Design spi_master, sky130hd; sources not shown.
Met1 routing:
Scale bar: 50 um. Supply wires on this layer in gray.
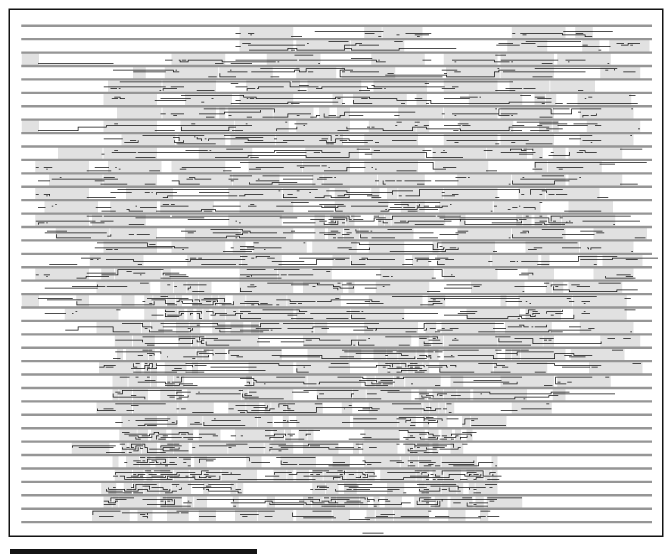
The layer carries 5890 um of wire. The longest straight run is 51.1 um. The wires run mostly horizontal. The layer holds 45% of the routed length. 470 nets have wire on it.
DR vias: 3730
global routing usage on met1: 27.8%

Metal layers overlaid:
Only two layers are drawn.
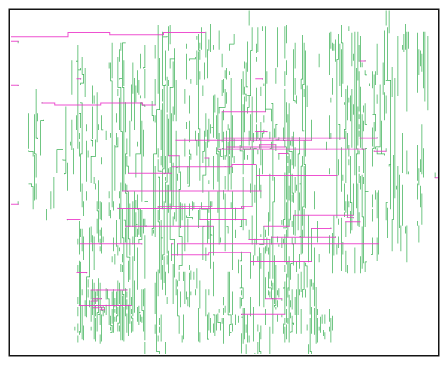
M2: drawn in green, wire length 6260 um. M3: drawn in magenta, wire length 752 um.
GR Util All Layers: 20.0%
drt wl/cell: 19.9 um

Sequential cells grouped by signal name:
Scale bar: 50 um. Other sequential cells in the stronger gray, the rest of the logic in the fainter gray.
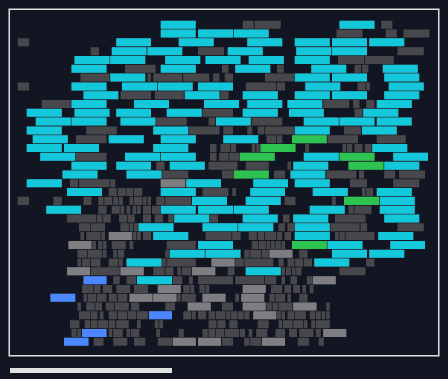
r_shift: drawn in green, flops 8. r_mem: drawn in cyan, flops 128. r_count: drawn in blue, flops 5, where lower left.
Another 23 sequential cells are not colored.
P_seq: 0.00301 W
Reg area: 0.00465 sq mm
sequential share of cell area: 58.9%

I/O nets highlighted:
Scale bar: 50 um.
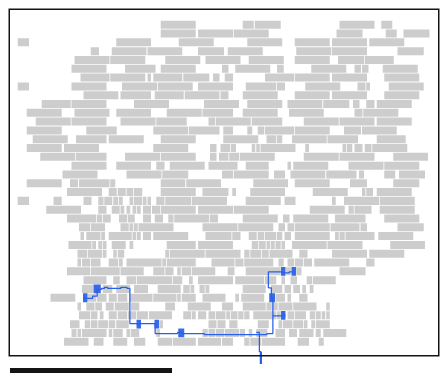
rst_n: drawn in blue, bits 1, direction input, edge bottom, end cells 9, buffers 1, wire 120 um.
IO Pins: 18
Port Buffer Count: 17

Track usage over the die:
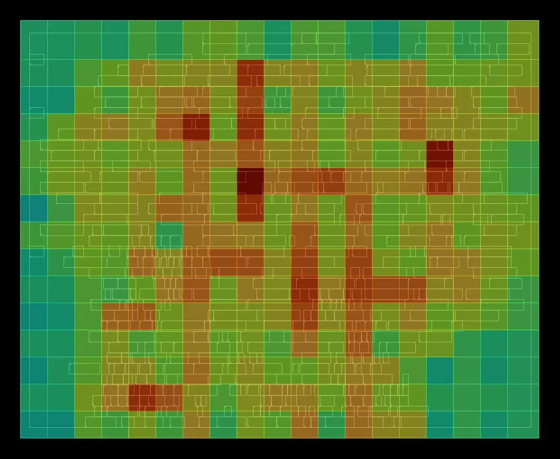
grt peak-use layer: met2
met2 usage: 31.4%
utilization after layout: 61.3%
met3 Usage GRT: 4.86%

==> impl_metrics.ini <==
; flow metrics
[status]
status = completed

[setup_path]
r2r_slack_ns = 0.17
crit_type = reg2reg
crit_fanout = 5
cp-start-kind = register
critPathRequiredTime_ns = 3.01
cp-end-kind = register

[timing]
fin_setup_tns_ns = 0
clock.fmax_mhz = 403
min_period_ns = 2.48
fin_worst_skew_ns = 0.00765
setup_ws_ns = 0.171
finalSetupViolCount = 0
rsz0062_at_grt = false

[placed_design]
dpl_worst_slack_ns = 0.00630
gp_congestion = 0.785
hpwl_mm = 8.52
place_area_sq_mm = 0.00736

[global_route]
antenna_found_initial = 0
grt_max_degree = 31
gr-total-overflow = 0
grt_first_pass_wirelength_mm = 20.5

[synth]
synth-edff-count = 136
syn_nets = 451
yosysTopAreaCellShare_pct = 59.7
synthArstFlopShare_pct = 0
ys_warn_count = 0

[die]
die_area_sq_mm = 0.0141
die_h_um = 107
core_area_sq_mm = 0.0129
fp-row-count = 37
fp_util_pct = 53.1

[clock_tree]
htree_levels = 4
clockBufferDepth = 2
cts_buffers = 17
clkTransAtPathRegs_ns = 0.06
clkLatencyLatePin_ns = 0.43
clkSinkCount = 164

[drt]
drtPass1Iterations = 4
wl_mm = 13.1
drt_iter0_markers = 275
final_antenna_net_count = 0
drcViolationCount = 0

[finish]
nets = 495
finalInstanceArea_sq_mm = 0.00789
final_common_cell = edfxtp_1

[power]
leakage_nw = 2.64
cellPowerDensity_mw_per_mm2 = 759

[run]
cap_violations = 0
[kinds of logic (layout without fill, tap and decap cells)]
logic type	count (synthesis)	in the layout	share of synthesized area, %
AOI/OAI and AO/OA	46	46	4.96
xor gates and xnor gates	12	12	1.54
adders and majority gates	10	10	1.83
buffers and inverters	37	91	2.73
DFF	164	164	67.9
muxes	40	40	12.1
and+or+nand+nor	120	120	8.89
[synthesized netlist by cell type (10+ instances only)]
master,number
edfxtp_1,136
a21oi_1,10
clkbuf_1,12
mux4_1,14
inv_1,10
mux4_2,16
nand2_1,21
nor3_1,13
dfxtp_1,28
mux2i_1,10
nor2_1,37
ha_1,10
nor2b_1,17
[layout make-up]
class	count	area (sq um)
Fill cell	946	4980
Tap cell	175	219
Inverter	10	37.5
Clock inverter	9	83.8
Timing Repair Buffer	52	450
Multi-Input combinational cell	228	2010
Clock buffer	20	437
Sequential cell	164	4650
[critical path: stages, from the launching register on]
cell and delay (ns):
dfxtp_2 0.35, or4_4 0.54, o21a_1 0.20, inv_1 0.08, ha_1 0.20, xor2_1 0.18
ha_1 0.18, a21oi_2 0.05, nand4b_1 0.18, a31oi_1 0.24, mux2i_1 0.20
[metal layers]
| layer | wire length [um] | GRT usage, % | vias up |
|---|---|---|---|
| met1 | 5890 | 27.8 | 1868 |
| met5 | 0 | 0 | - |
| met3 | 752 | 4.86 | 15 |
| li1 | - | - | 1751 |
| met4 | 200 | 6.68 | 0 |
| met2 | 6260 | 31.4 | 96 |
[power breakdown]
part           switching, W  internal, W
clock              0.000923      0.00127
combinational      0.000380     0.000409
sequential         0.000106      0.00290
total               0.00141      0.00458
[timing repair]
item                       CTS  global route
setup buffers                0             0
setup endpoints to repair    2             2
pin swaps                    0             0
gates resized                4             2
cloned                       0             0
hold buffers                 0             0
Power and IR drop assume default switching activity.
